Design arm_mc_controller, sky130hd; sources not shown.
### Placed cells, one colour a class

Fill, decap, tap and diode cells in grey.
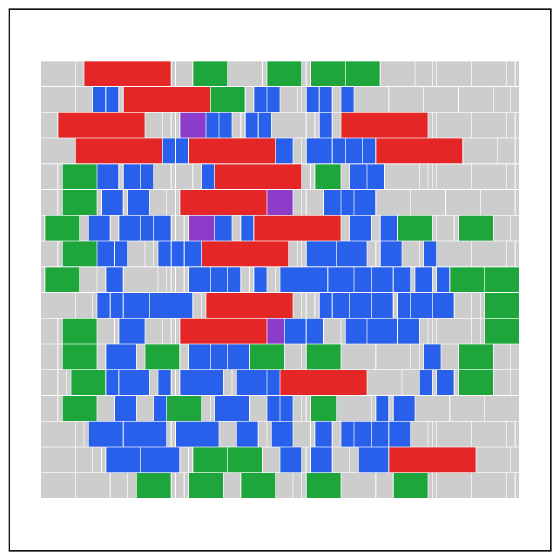
- purple: clock drivers and dummy loads (cells 4)
- blue: remaining logic cells (cells 111)
- green: remaining buffers and delay cells (cells 35)
- red: registers (cells 15)
final design instance area without fill: 0.00142 mm2
Post-Route Utilization: 0.605
Rows: 17
flop share of the area: 0.265
Core Region: 0.00234 mm2

### Floorplan with the power grid

Bar = 20 um. Pins as bars on the die edge. Tap cells in grey.
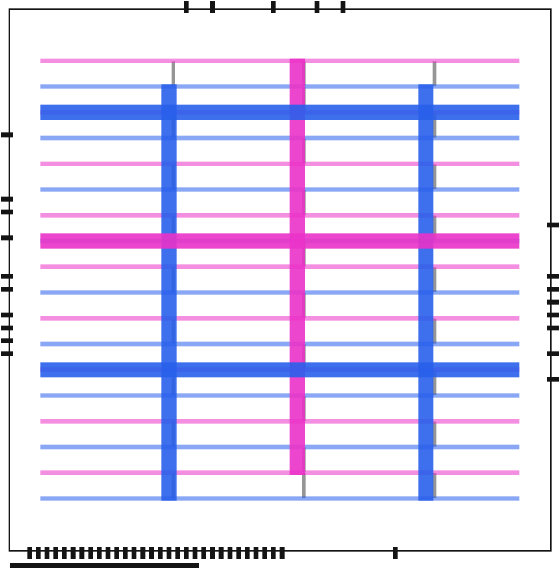
- magenta: VDD
- blue: VSS
- met4 straps: 3
- met5 straps: 3
worst IR drop on VDD: 476 uV
Die W: 57.0 um

### Wires at chosen ports, followed through buffers

Bar = 20 um.
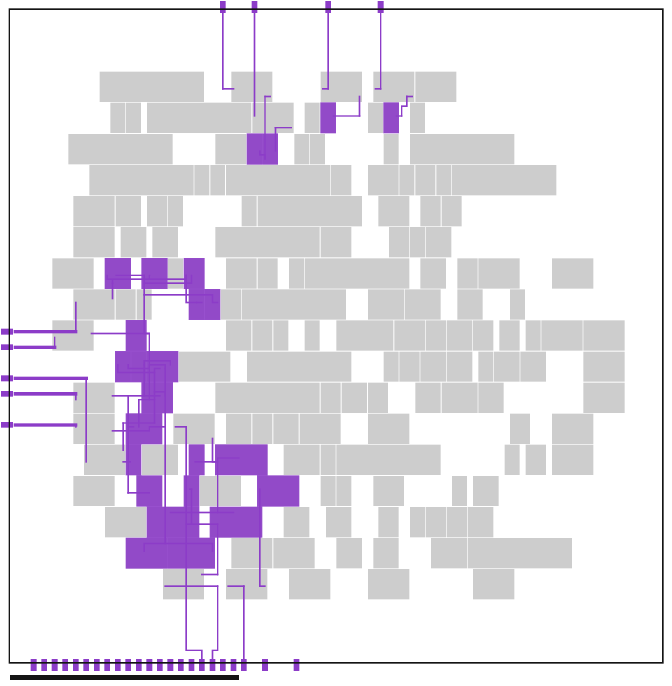
- purple: `Instr` (bits 32; direction input; end cells 25; buffers 12; wire 281 um)
IO buf count: 33
number of I/O pins: 54

==> Changelog: implementation <==
## Flow update

* CP bufs+invs at 2
* Sequential cell area fraction in the yosys report at 0.360
* Final setup margin at 0.224 ns
* Run status: finished clean
* Depth of the CTS H-tree at 1
* # clk buffers at 3
* Largest clock skew in the final design at 0.00355 ns
* Top post-synthesis cells by count: 26 x nand2_1, 15 x dfrtp_1, 11 x o21ai_0
* Setup TNS at 0 ns
* Synth mux share at 0.00960
* Num sequential at 15
* Clock insertion delay at the later pin of the skew report at 0.28 ns
* Number of endpoints failing setup at the final stage at 0
* P_int at 610 uW
* Synth Instances at 133
* Worst setup timing slack at the placement stage at 0.484 ns
* Number of logic inverters in the finished layout at 5
* Crit Path Max Fanout at 5
* Global-route wire length before repair at 4270 um
* Worst Setup Path Type: register to output pin
* Cell accounting for the most synthesized area: dfrtp_1
* Vias in the first global route at 1,018
* Top cells excl fill/tap: 32 x clkdlybuf4s50_1, 26 x nand2_1, 15 x dfrtp_1
* Die Footprint at 0.00325 mm2
* Synthesized-area fraction occupied by ao, oa, aoi and oai cells at 0.151
* Clock Sink Count at 15
* Critical Path Source Type: register
* Highest clock rate at 374 MHz
* Setup repair after global routing missed its margin: no
* Leading post-synthesis cells by cell area: dfrtp_1 36%, nand2_1 9.4%, o21ai_0 5.3%
* Sequential Power at 413 uW
* CTS root buffer: clkbuf_4
* Combined flip-flop and latch cell area at 375 um2
* Drt initial violations at 27
* Multi-input logic cell count at 106
* Clock-cell share of area at 0.0194
* Layout cells sized above 1 at 0.0606
* Final hold violation count at 0
* Most used flip-flop cell after synthesis: dfrtp_1
* Remaining antenna violation count at 0
* Top-area cell type share of the netlist area at 0.360
* Layout-stage area growth over the synthesis result at 35.9%
* Syn Std Cell Area at 0.00104 mm2
* Average size of a mapped cell at 7.84 um2
* Tap cell count at 28
* Cts hold-fix bufs at 0
* Total routed wirelength at 2520 um
* OpenROAD warning count at 49
* Data required time at the worst endpoint at 2.61 ns
* Met2 track demand over resource in global routing at 0.285
Power is estimated from default activity; no workload was simulated.
